==> src/rtl/cal_acc_pkg.sv <==
// Shared types and constants for the calibration bin accumulator.
// Build option: CAL_ACC_ROUND_EN selects round-half-up averaging (default truncates).
package cal_acc_pkg;

  localparam int NBINS     = 512;
  localparam int ACC_W     = 38;
  localparam int IN_W      = 32;
  localparam int MAX_SHIFT = 6;
  localparam int BIN_W     = 9;
  localparam int SHIFT_W   = 3;
  localparam int FRAME_W   = 6;

  typedef enum logic {
    ST_IDLE = 1'b0,
    ST_RUN  = 1'b1
  } state_e;

  // One accepted sample travelling towards the RMW stage.
  typedef struct packed {
    logic             valid;
    logic [BIN_W-1:0] bin;
    logic             last;
    logic             first;
  } pipe_t;

  // Frame counts above 2^MAX_SHIFT are not supported; larger requests saturate.
  function automatic logic [SHIFT_W-1:0] clamp_shift(input logic [SHIFT_W-1:0] s);
    return (s > SHIFT_W'(MAX_SHIFT)) ? SHIFT_W'(MAX_SHIFT) : s;
  endfunction

  // Index of the final frame of a run, 2^s - 1.
  function automatic logic [FRAME_W-1:0] last_frame_idx(input logic [SHIFT_W-1:0] s);
    logic [FRAME_W:0] n;
    n = ((FRAME_W+1)'(1) << s) - (FRAME_W+1)'(1);
    return n[FRAME_W-1:0];
  endfunction

endpackage

==> src/rtl/cal_acc_ctrl.sv <==
// Run controller: IDLE/RUN state, expected-bin counter, frame counter and
// the sticky bin-sequence error flag.
// Build option CAL_ACC_ROUND_EN does not affect this block.
module cal_acc_ctrl
  import cal_acc_pkg::*;
#(
  parameter int NBINS = 512
) (
  input  logic               clk_i,
  input  logic               rst_i,
  input  logic               start_i,
  input  logic [SHIFT_W-1:0] avg_shift_i,
  input  logic               in_valid_i,
  input  logic [BIN_W-1:0]   in_bin_i,
  output logic               accept_o,
  output logic               first_o,
  output logic               last_o,
  output logic [SHIFT_W-1:0] shift_o,
  output logic               seq_err_o,
  output state_e             state_o
);

  // Input stream handshake: in_valid is a pure strobe with no ready; a sample
  // is consumed in the cycle it is presented, and only when the controller is
  // in RUN and in_bin equals the expected bin. Anything else is never retried.

  state_e             state_q;
  logic [BIN_W-1:0]   exp_bin_q;
  logic [FRAME_W-1:0] frame_q;
  logic [SHIFT_W-1:0] shift_q;
  logic               seq_err_q;

  logic in_run;
  logic bin_match;
  logic mismatch;
  logic bin_wrap;

  assign in_run    = (state_q == ST_RUN);
  assign bin_match = (in_bin_i == exp_bin_q);
  assign accept_o  = in_run && in_valid_i && bin_match;
  assign mismatch  = in_run && in_valid_i && !bin_match;
  assign bin_wrap  = (exp_bin_q == BIN_W'(NBINS - 1));
  assign first_o   = (frame_q == '0);
  assign last_o    = (frame_q == last_frame_idx(shift_q));

  assign shift_o   = shift_q;
  assign seq_err_o = seq_err_q;
  assign state_o   = state_q;

  // Run FSM with its counters; all outputs of this block that leave the
  // accelerator are taken straight from these registers.
  always_ff @(posedge clk_i) begin
    if (rst_i) begin
      state_q   <= ST_IDLE;
      exp_bin_q <= '0;
      frame_q   <= '0;
      shift_q   <= '0;
      seq_err_q <= 1'b0;
    end else begin
      case (state_q)
        ST_IDLE: begin
          if (start_i) begin
            shift_q   <= clamp_shift(avg_shift_i);
            frame_q   <= '0;
            exp_bin_q <= '0;
            seq_err_q <= 1'b0;
            state_q   <= ST_RUN;
          end
        end
        ST_RUN: begin
          if (mismatch) begin
            seq_err_q <= 1'b1;
            state_q   <= ST_IDLE;
          end else if (accept_o) begin
            if (bin_wrap) begin
              exp_bin_q <= '0;
              if (last_o) begin
                state_q <= ST_IDLE;
              end else begin
                frame_q <= frame_q + FRAME_W'(1);
              end
            end else begin
              exp_bin_q <= exp_bin_q + BIN_W'(1);
            end
          end
        end
        default: state_q <= ST_IDLE;
      endcase
    end
  end

endmodule

==> src/rtl/cal_bin_accumulator.sv <==
// Per-bin frame averager driving a two-port calibration SRAM by
// read-modify-write. The SRAM itself lives outside this block.
// Build option: CAL_ACC_ROUND_EN -> round half up on the final shift;
// otherwise the average is a truncating arithmetic shift.
module cal_bin_accumulator
  import cal_acc_pkg::*;
#(
  parameter int RD_LATENCY = 2,
  parameter int NBINS      = 512
) (
  input  logic               CLK,
  input  logic               RESET,
  input  logic               start,
  input  logic [SHIFT_W-1:0] avg_shift,
  input  logic               in_valid,
  input  logic [BIN_W-1:0]   in_bin,
  input  logic [IN_W-1:0]    in_data,
  output logic               out_valid,
  output logic [BIN_W-1:0]   out_bin,
  output logic [IN_W-1:0]    out_data,
  output logic               busy,
  output logic               seq_err,
  output logic [BIN_W-1:0]   ram_raddr,
  input  logic [ACC_W-1:0]   ram_rdata,
  output logic [BIN_W-1:0]   ram_waddr,
  output logic [ACC_W-1:0]   ram_wdata,
  output logic               ram_wen
);

  logic               ctrl_accept;
  logic               ctrl_first;
  logic               ctrl_last;
  logic [SHIFT_W-1:0] ctrl_shift;
  state_e             ctrl_state;

  cal_acc_ctrl #(
    .NBINS (NBINS)
  ) u_ctrl (
    .clk_i       (CLK),
    .rst_i       (RESET),
    .start_i     (start),
    .avg_shift_i (avg_shift),
    .in_valid_i  (in_valid),
    .in_bin_i    (in_bin),
    .accept_o    (ctrl_accept),
    .first_o     (ctrl_first),
    .last_o      (ctrl_last),
    .shift_o     (ctrl_shift),
    .seq_err_o   (seq_err),
    .state_o     (ctrl_state)
  );

  assign busy = (ctrl_state == ST_RUN);

  // The read is issued in the acceptance cycle so the old sum arrives exactly
  // when the sample reaches the end of the delay line.
  assign ram_raddr = in_bin;

  pipe_t stage_in;
  assign stage_in = '{valid: ctrl_accept, bin: in_bin, last: ctrl_last, first: ctrl_first};

  pipe_t              pipe_q  [RD_LATENCY];
  logic [IN_W-1:0]    data_q  [RD_LATENCY];
  logic [SHIFT_W-1:0] shift_q [RD_LATENCY];

  // Control side of the delay line; reset flushes any in-flight samples.
  always_ff @(posedge CLK) begin
    if (RESET) begin
      for (int i = 0; i < RD_LATENCY; i++) begin
        pipe_q[i] <= '0;
      end
    end else begin
      pipe_q[0] <= stage_in;
      for (int i = 1; i < RD_LATENCY; i++) begin
        pipe_q[i] <= pipe_q[i-1];
      end
    end
  end

  // Data side of the delay line; shift travels with the sample so a new run
  // started right behind an old one cannot change the old run's averaging.
  always_ff @(posedge CLK) begin
    data_q[0]  <= in_data;
    shift_q[0] <= ctrl_shift;
    for (int i = 1; i < RD_LATENCY; i++) begin
      data_q[i]  <= data_q[i-1];
      shift_q[i] <= shift_q[i-1];
    end
  end

  pipe_t              st;
  logic [IN_W-1:0]    st_data;
  logic [SHIFT_W-1:0] st_shift;

  assign st       = pipe_q[RD_LATENCY-1];
  assign st_data  = data_q[RD_LATENCY-1];
  assign st_shift = shift_q[RD_LATENCY-1];

  logic signed [ACC_W-1:0] in_ext;
  logic signed [ACC_W-1:0] sum;
  logic signed [ACC_W-1:0] biased;
  logic signed [ACC_W-1:0] shifted;
`ifdef CAL_ACC_ROUND_EN
  logic        [ACC_W-1:0] round_add;
`endif

  // Accumulate (frame 0 ignores stale SRAM content) and form the average.
  always_comb begin
    in_ext = {{(ACC_W-IN_W){st_data[IN_W-1]}}, st_data};
    sum    = st.first ? in_ext : ($signed(ram_rdata) + in_ext);
`ifdef CAL_ACC_ROUND_EN
    round_add = '0;
    if (st_shift != '0) begin
      round_add = ACC_W'(1) << (st_shift - SHIFT_W'(1));
    end
    biased = sum + $signed(round_add);
`else
    biased = sum;
`endif
    shifted = biased >>> st_shift;
  end

  logic               ram_wen_q;
  logic [BIN_W-1:0]   ram_waddr_q;
  logic [ACC_W-1:0]   ram_wdata_q;
  logic               out_valid_q;
  logic [BIN_W-1:0]   out_bin_q;
  logic [IN_W-1:0]    out_data_q;
  logic [IN_W-1:0]    out_data_d;

  assign out_data_d = IN_W'(shifted);

  // Registered write-back for intermediate frames, result strobe for the last.
  always_ff @(posedge CLK) begin
    if (RESET) begin
      ram_wen_q   <= 1'b0;
      ram_waddr_q <= '0;
      ram_wdata_q <= '0;
      out_valid_q <= 1'b0;
      out_bin_q   <= '0;
      out_data_q  <= '0;
    end else begin
      ram_wen_q   <= st.valid && !st.last;
      out_valid_q <= st.valid && st.last;
      if (st.valid && !st.last) begin
        ram_waddr_q <= st.bin;
        ram_wdata_q <= sum;
      end
      if (st.valid && st.last) begin
        out_bin_q  <= st.bin;
        out_data_q <= out_data_d;
      end
    end
  end

  assign ram_wen   = ram_wen_q;
  assign ram_waddr = ram_waddr_q;
  assign ram_wdata = ram_wdata_q;
  assign out_valid = out_valid_q;
  assign out_bin   = out_bin_q;
  assign out_data  = out_data_q;

endmodule

==> config.mk <==
export PLATFORM = sky130hd
export DESIGN_NAME = cal_bin_accumulator
export DESIGN_NICKNAME = d
export VERILOG_FILES = /design/src/rtl/cal_acc_pkg.sv /design/src/rtl/cal_acc_ctrl.sv /design/src/rtl/cal_bin_accumulator.sv
export SDC_FILE = /design/constraint.sdc
export NUM_CORES = 1
export LEC_CHECK = 0
export CAP_MARGIN = 5
export CELL_PAD_IN_SITES_DETAIL_PLACEMENT = 0
export CELL_PAD_IN_SITES_GLOBAL_PLACEMENT = 1
export CORE_UTILIZATION = 43
export CTS_CLUSTER_SIZE = 10
export DETAILED_ROUTE_END_ITERATION = 8
export GPL_TIMING_DRIVEN = 0
export PLACE_DENSITY = 0.93
export SYNTH_ARGS = -nofsm -noshare
export SYNTH_HDL_FRONTEND = slang
export SYNTH_SLANG_ARGS = --single-unit
==> constraint.sdc <==
create_clock -name CLK -period 6.65 [get_ports CLK]
set_input_delay 0.9975 -clock CLK [delete_from_list [all_inputs] [get_ports CLK]]
set_output_delay 0.9975 -clock CLK [all_outputs]
set_load 0.05 [all_outputs]
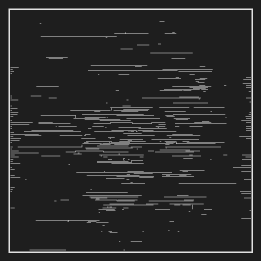
**Above:** M3 wires.
(1.5 px per µm)
nets with wire on the layer	222
wire length on this layer	3160 µm

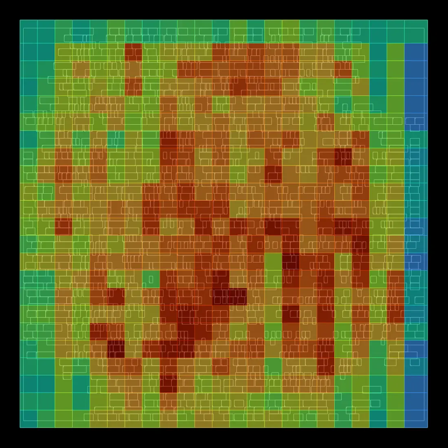
**Above:** congestion heat map.
post-layout util: 56.4%
GRT Util Overall: 29.4%
WL per Instance: 20.8 µm
met1 Use GR: 40.5%

==> impl_metrics.csv <==
group,metric,value,unit
global_routing,gr-usage-met3,4.42,%
synth,ys.flops,204,
final_layout,clock_cell_area_share,5.13,%
worst_hold_path,hold_path_class,"reg2reg",
global_routing,antenna_found_initial,0,
synth,syn-instance-count,1308,
cts,tritoncts,"yes",
flow_run,maxCapViolations,0,
timing,worstMarginPinSlew,0.860,ns
cts,clkTransAtPathRegs,0.06,ns
final_layout,combGateArea,6280,µm²
final_layout,area_delta_synth_final,27.3,%
setup_path,cp_max_fo,5,
global_routing,grt_max_degree,14,
timing,post-route-worst-setup-slack,2.04,ns
power,clkPwrFrac,38.0,%
power,power.internal,2.26,mW
final_layout,sh_comb_area,45.4,%
detailed_routing,vias_per_cell,5.83,
power,powerDensity,235,nW/µm²
placement,placed_cells,1817,
global_routing,grt_pass1_wl,59000,µm
final_layout,final_common_cell,"dfxtp_1",
synth,ys_sh_aoi,23.0,%
final_layout,seq_area_share,29.5,%
power,p_leak,5.26,nW
synth,fa_ha_area_share,5.02,%
synth,synthFlopType,"dfxtp_1",
synth,ys_async_sr_fraction,0,%
synth,top_area_cell,"dfxtp_1",
placement,pre_cts_slack,1.65,ns
synth,syn_nets,1437,
synth,yosys-mux-area-fraction,5.85,%
setup_path,crit_start,"ram_rdata[0]",
final_layout,final-seq-area,4080,µm²
final_layout,stdcell_count,1849,
global_routing,grt_use_met2,45.7,%
worst_hold_path,min-delay-start,"data_q[0][18]",
detailed_routing,ant_nets,0,
die,fp_util,44.3,%
power,p_sw,0.988,mW
die,ios,187,
final_layout,logic_gate_count,983,
placement,port_buffers,185,
detailed_routing,routed_wl,38400,µm
timing,fin_worst_skew,0.0200,ns
power,p_seq,1.28,mW
global_routing,overflow,0,
final_layout,flop-count,204,
cts,worstSkewPairLatency,0.55,ns
detailed_routing,dr_total_vias,10800,
synth,ys_warn_count,0,
timing,final_max_slew_viol_count,0,
timing,fin_tns_setup,0,ns
synth,synth.most_common_cell,"dfxtp_1",
timing,fmax,217,MHz
power,total_power,3.25,mW
setup_path,setup.worst_path.end,"out_data[25]",
setup_path,endpoint_kind,"register",
cts,htreeDepth,1,
die,n_tap_cell,324,
setup_path,reg2reg_from,"data_q[0][63]",
detailed_routing,drc,0,
final_layout,nets,1649,
placement,dpl.hpwl,30000,µm
power,power_leader,"sequential cells",
cts,post_cts_buffers,0,
detailed_routing,drt-initial-drc-count,1049,
power,swShare,30.4,%
worst_hold_path,whs_path_depth,0,
timing,setup_viol,0,
synth,ys_seq_share,37.6,%
cts,cts_resized,0,
detailed_routing,top_layer_used,"met4",
timing,finalCritPeriodShare,69.3,%
setup_path,startpoint_type,"input port",
synth,synthTopLogicFamily,"AND-OR/OR-AND gates",
power,powerComb,0.737,mW
synth,edf_count,0,
die,row_count,57,
status,status,"finished clean",
timing,min_period,4.61,ns
final_layout,final_area,13800,µm²
synth,yosys.area.top_type_share,37.6,%
power,clk-power,1.23,mW
timing,hold_violations,0,
synth,ys_area,10900,µm²
cts,root_buffer,"clkbuf_16",
synth,top_cells_by_count,"204 x dfxtp_1, 153 x nand2_1, 130 x nor2_1",
final_layout,final_layout_size_suffix_gt1_share,5.64,%
final_layout,dominant_cells,"multi-input combinational cells",
timing,rsz0062_at_grt,"false",
setup_path,r2r_end,"out_data[28]",
detailed_routing,drtPass1Iterations,5,
detailed_routing,m1WireLength,16800,µm
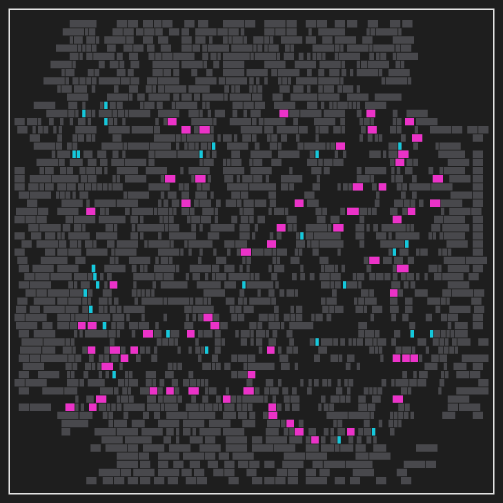
**Above:** selected gate families.
(3 px per µm)
color	family	cells
magenta	non-inverting ao/oa cells	62
cyan	inv cells	28

## critical path, stage by stage
cell	delay [ns]
clkdlybuf4s50_1	0.46
ha_1	0.17
inv_1	0.06
fa_1	0.39
nand2b_1	0.19
a211oi_2	0.33
o21bai_2	0.18
o21ai_1	0.51
o21ai_0	0.26
a21boi_0	0.43
o31ai_1	0.13
o22ai_1	0.46
a221oi_1	0.17
a32o_1	0.29
## sequential cells by signal, indices dropped and copies added, names as in the netlist
register          count
data_q               64
out_bin               9
out_data             32
out_valid             1
pipe_q               24
ram_waddr             9
ram_wdata            38
ram_wen               1
shift_q               6
u_ctrl.exp_bin_q      9
u_ctrl.frame_q        6
u_ctrl.seq_err_o      1
u_ctrl.shift_o        3
u_ctrl.state_o        1
Power is estimated from default activity; no workload was simulated.
